==> config.mk <==
export PLATFORM = sky130hd
export DESIGN_NAME = led_bank_arbiter
export DESIGN_NICKNAME = d
export VERILOG_FILES = /design/src/rtl/led_bank_arbiter.sv
export SDC_FILE = /design/constraint.sdc
export NUM_CORES = 1
export LEC_CHECK = 0
export CAP_MARGIN = 20
export CORE_ASPECT_RATIO = 0.9
export CORE_MARGIN = 2
export CORE_UTILIZATION = 55
export DETAILED_ROUTE_END_ITERATION = 10
export PLACE_DENSITY = 0.89
export SYNTH_ARGS = -nofsm -noshare
export SYNTH_HDL_FRONTEND = slang
export SYNTH_SLANG_ARGS = --single-unit
==> constraint.sdc <==
create_clock -name clk -period 5.5 [get_ports clk]
set_input_delay 1.375 -clock clk [delete_from_list [all_inputs] [get_ports clk]]
set_output_delay 1.375 -clock clk [all_outputs]
set_load 0.01 [all_outputs]
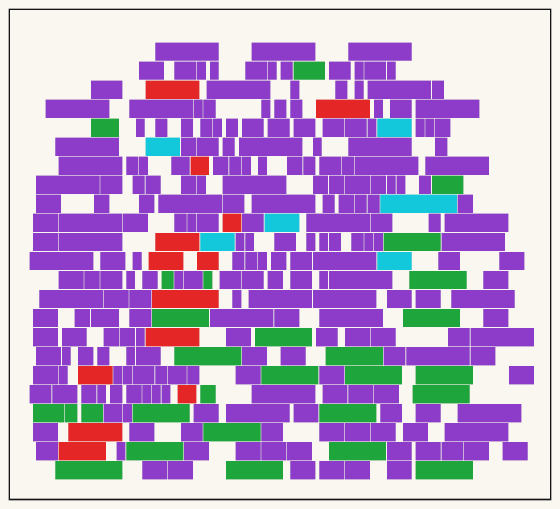
(run_1/sizes.png)
_3 and _4 cells: drawn in red, cells 13. _0 and _1 cells: drawn in purple, cells 238. _2 cells: drawn in green, cells 28. _6 and larger: drawn in cyan, cells 6.
finished layout cell area: 3262 sq um
Worst Slack Setup Final: 1.939 ns

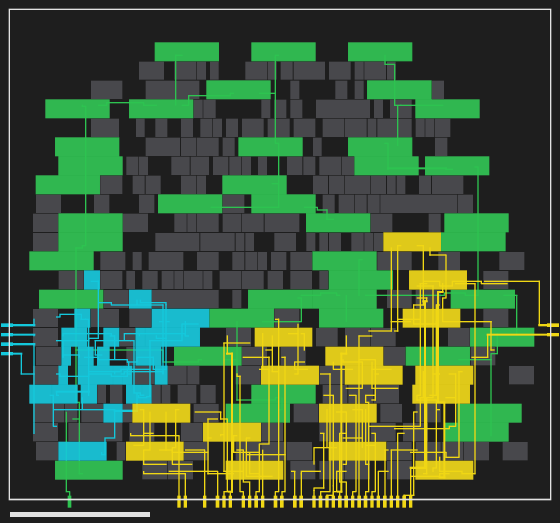
(run_1/io_fan.png)
The bar under the picture is 20 um long.
pattern: drawn in yellow, bits 32, direction input, edge 30 bottom, 2 right, end cells 16, wire 972 um. req: drawn in cyan, bits 4, direction input, edge left, end cells 24, wire 244 um. rstn: drawn in green, bits 1, direction input, edge bottom, end cells 40, wire 301 um.
total of buffers placed on input and output ports: 50
number of top-level pins: 51

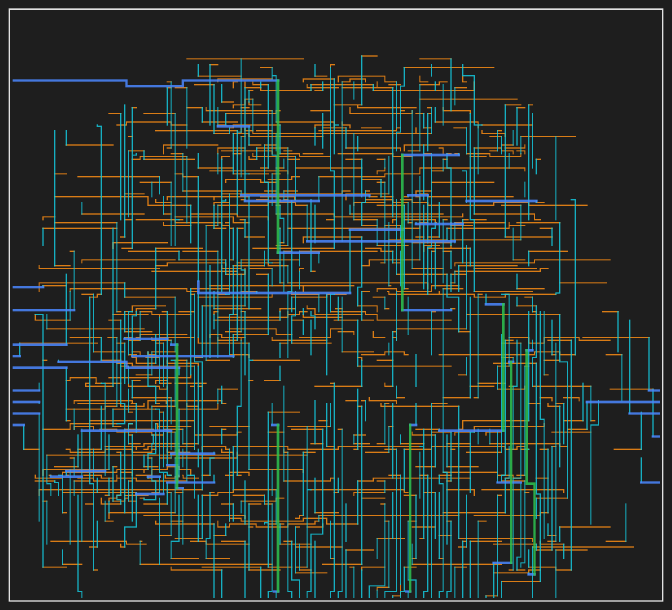
(run_1/wires.png)
metal 3: drawn in blue, wire length 275 um. metal 4: drawn in green, wire length 161 um. metal 2: drawn in cyan, wire length 2910 um. metal 1: drawn in orange, wire length 2580 um.
via count: 2103
combined global-route utilization of all metal layers: 23.01%
Routed wire per std cell: 17.07 um
final wirelength: 5923 um

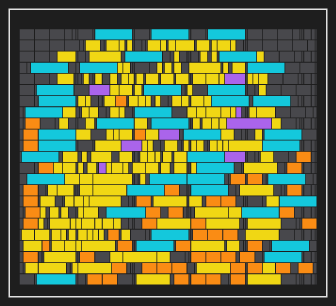
(run_1/placement_by_type.png)
Fill, decap, tap and diode cells in grey.
clock drivers and dummy loads: drawn in purple, cells 8. combinational and other logic: drawn in yellow, cells 184. remaining buffers and delay cells: drawn in orange, cells 53. sequential cells: drawn in cyan, cells 40.
Layout Utilization: 71.74%
register fraction of the total cell area: 30.76%
Cell Rows: 23

==> results.txt, run 1 <==
Notes from the flow run.

Status:
- The flow ran to the end, and the final reports show no timing, DRC or antenna violations.

Critical path:
- The run gives the kind of cell adding the most delay to the critical path as buffers and inverters.
- The run gives the launching element type of the critical path as a primary input.
- The timing report gives the biggest stage delay along the critical path as 0.75 ns.

Die:
- The run gives the chip area as 5395 sq um.
- The run puts the area of the core at 4547 sq um.

STA:
- The run puts the number of setup violations in the final report at 0.
- Setup repair after global routing left no endpoint under its margin.
- The run gives the worst slew margin relative to its limit as 40.88%.

Place:
- Detailed placement finished with a half-perimeter wire length of 4299 um.
- The final weighted congestion recorded by global placement is 0.8996.

Yosys:
- The run puts the post-synth area from yosys stat at 2653 sq um.
- The biggest area contributor in the post-synthesis netlist is sky130_fd_sc_hd__dfrtp_1.
- For reference, the post-synthesis area per instance comes to 11.19 sq um.
- The run gives the total of flip-flops plus latches after synthesis as 40.

Pwr:
- The power report lists cell-internal power as 0.8331 mW.
- The run puts the maximum VDD drop at 327.7 uV.

Route:
- In the routed design, unresolved DRC markers number 0.
- The run gives the average via count per standard cell as 6.061.

Worst hold path:
- The run gives the path class of the lowest-slack min-delay path as reg2reg.

Clock tree:
- The report lists the number of cells resized after CTS as 0.

Layout:
- The run puts the number of nets at the end of the flow at 323.
- The run gives the fraction of layout cells with a size suffix above 1 as 16.49%.
## run 1: cells by family (layout without fill, tap and decap cells)
logic type | after synthesis | in the layout | synth area share, %
AND-OR/OR-AND | 48 | 48 | 15.19
buffers and inverters | 23 | 71 | 4.952
multiplexers | 21 | 21 | 15.99
flip-flops | 40 | 40 | 37.83
adder cells (fa/ha/maj) | 2 | 2 | 0.8490
XOR/XNOR | 16 | 16 | 5.283
AND/OR/NAND/NOR | 87 | 87 | 19.91
## run 1: cell type report
class | instances | area, sq um | area share, %
flip-flops and latches | 40 | 1003 | 30.76
repair buffers | 53 | 518.0 | 15.88
well taps | 62 | 77.57 | 2.378
inverters | 10 | 37.54 | 1.151
clock inverters | 2 | 35.03 | 1.074
clock buffers | 6 | 72.57 | 2.225
multi-input cells | 174 | 1518 | 46.53
==> run 1 -> run 2 <==
--- a/config.mk
+++ b/config.mk
@@ -8,9 +8,9 @@
 export CAP_MARGIN = 20
 export CORE_ASPECT_RATIO = 0.9
 export CORE_MARGIN = 2
-export CORE_UTILIZATION = 55
+export CORE_UTILIZATION = 52
 export DETAILED_ROUTE_END_ITERATION = 10
-export PLACE_DENSITY = 0.89
+export PLACE_DENSITY = 0.85
 export SYNTH_ARGS = -nofsm -noshare
 export SYNTH_HDL_FRONTEND = slang
 export SYNTH_SLANG_ARGS = --single-unit
==> constraint.sdc (replaced) <==
create_clock -name clk -period 3.49 [get_ports clk]
set_input_delay 0.8725 -clock clk [delete_from_list [all_inputs] [get_ports clk]]
set_output_delay 0.8725 -clock clk [all_outputs]
set_load 0.01 [all_outputs]
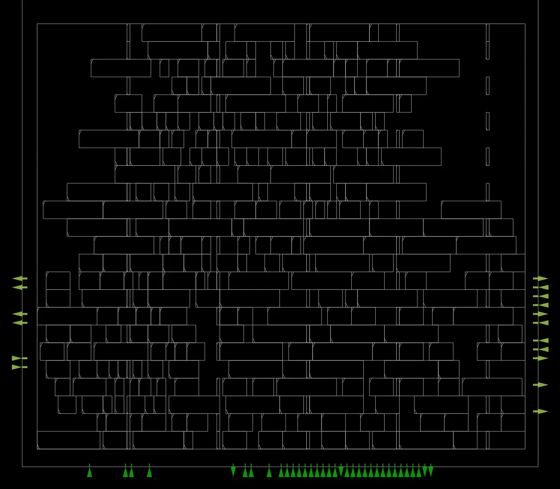
(run_2/placement.png)
fill cell total of the finished layout: 381
Layout Utilization: 66.87%
Placeable Area: 4895 sq um
register fraction of the total cell area: 30.66%

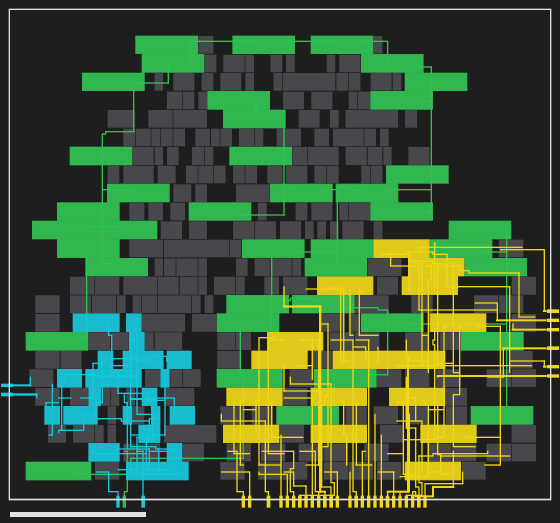
(run_2/io_fan.png)
The bar under the picture is 20 um long.
rstn: drawn in green, bits 1, direction input, edge bottom, end cells 40, wire 328 um. pattern: drawn in yellow, bits 32, direction input, edge 26 bottom, 6 right, end cells 16, wire 1040 um. req: drawn in cyan, bits 4, direction input, edge 2 bottom, 2 left, end cells 24, wire 253 um.

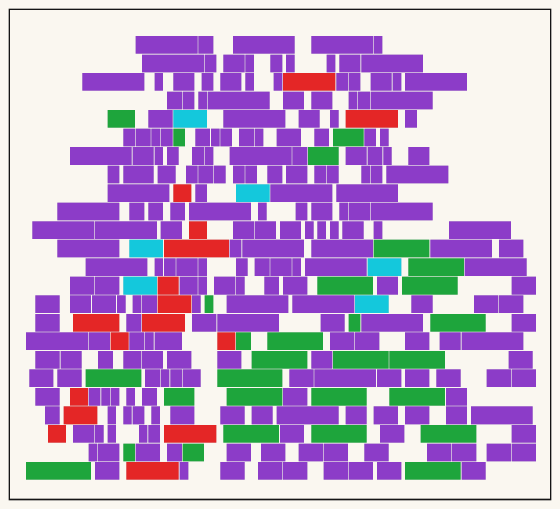
(run_2/sizes.png)
_3 and _4 cells: drawn in red, cells 16. _2 cells: drawn in green, cells 29. _0 and _1 cells: drawn in purple, cells 237. _6 and larger: drawn in cyan, cells 6.
finished layout cell area: 3273 sq um
Area growth, synth to finish: 23.40%

==> run 2 against run 1 <==
Sequential power is 59% higher. Cell count is 1.7% higher. Synthesized cell count stayed put. Sequential share of layout area is 0.11 points lower. Setup slack worse by 1.2 ns. Routed wire length is 1.3% higher. Largest cell class unchanged. Highest routed layer unchanged.
==> results.txt, run 2 <==
Notes from the flow run.

Die:
- Once the floorplan was initialized, standard cells occupied 54.19% of the core.
- The run puts the die height at 71.76 um.
- The run gives the chip area as 5689 sq um (+5.5%).
- The run puts the number of top-level design ports at 51 (unchanged).
- The run puts the number of rows in the core area at 24 (+4.3%).

Worst hold path:
- The tightest min-delay check is of the reg2reg type.

Route:
- The run puts the total number of vias at 2098 (-0.24%).
- The remaining routing DRC violations was 0 (unchanged).
- The run puts the detailed router's first-iteration violation count at 162.
- In this run the top signal layer used is met4.
- The run gives the total wire length as 5999 um (+1.3%).
- The run gives the average detailed-routed wire length per instance as 16.99 um (-0.44%).
- The run gives the average via count per standard cell as 5.943 (-1.9%).

STA:
- Setup repair after global routing left no endpoint under its margin.
- The run gives the number of setup violations in the final report as 0 (unchanged).
- The run gives the worst slew margin relative to its limit as 39.21% (-1.7 points).

Place:
- The run gives the placed wire-length estimate after detailed placement as 4396 um (+2.3%).
- The run puts the number of buffer cells added on primary ports at 50 (unchanged).

Yosys:
- The run gives the simple-gate share of the synthesized area as 19.91% (unchanged).
- The total of flip-flops plus latches after synthesis came to 40 (unchanged).
- The run puts the total of warnings raised by yosys at 0.
- Per the synthesis report, the dominant area consumer among library cells is sky130_fd_sc_hd__dfrtp_1.
- The run gives the adder-cell share of the synthesized area as 0.8491% (unchanged).
- The run puts the proportion of netlist area held by the largest area contributor at 35.85%.
- The xor and xnor fraction of the mapped netlist area came to 5.283% (unchanged).
- In the synthesized netlist, the dominant kind of combinational cell is simple AND/OR/NAND/NOR gates.
- The run gives the mean instance size in the synthesized netlist as 11.19 sq um (unchanged).
- The post-synth area from yosys stat came to 2653 sq um (unchanged).

Critical path:
- Among cell families on the critical path, the largest total delay comes from AND-OR/OR-AND gates.
- The largest incremental delay on the critical path came to 0.75 ns (about the same).
- The script reports the combined buffer and inverter count of the critical path as 2.
- STA classifies the critical path startpoint as a primary input.

Layout:
- The sequential standard cell area was 1003 sq um (unchanged).
- The run puts the number of nets at the end of the flow at 326 (+0.93%).
- The footprint of the multi-input gates was 1518 sq um (unchanged).
- The fraction of layout cells with a size suffix above 1 is 17.71% (+1.2 points).

Pwr:
- The run puts the maximum VDD drop at 460.9 uV (+41%).

Clock tree:
- The run gives the number of buffers created by CTS as 5.
- The run gives the count of instances resized after the clock tree is built as 0 (unchanged).
- Clock tree synthesis found a total of 40 sinks.

GRT:
- The run puts the aggregate global-route resource usage at 23.59% (+0.57 points).

Status:
- The flow ran to the end, and the final reports show no timing, DRC or antenna violations.
[run 2: area by class of cell]
| class | count | area share (%) |
|---|---|---|
| timing repair buffer | 56 | 16.51 |
| tap | 65 | 2.485 |
| inverter | 10 | 1.147 |
| multi-input combinational | 174 | 46.37 |
| clock inverter | 2 | 0.3058 |
| clock buffer | 6 | 2.523 |
| sequential | 40 | 30.66 |
[run 2: metrics by stage]
step                instance area [sq um]  setup slack [ns]
floorplan                            2653             1.007
global placement                     3181            0.4488
detailed placement                   3181            0.3699
CTS                                  3273            0.6928
global route                         3273            0.5830
finish                               3273            0.6934
[run 2: power breakdown]
group          internal, mW  total [mW]  switching, mW
combinational         0.540       0.933          0.393
clock                 0.158       0.325          0.167
sequential            0.568       0.689          0.121
Power and IR drop assume default switching activity.
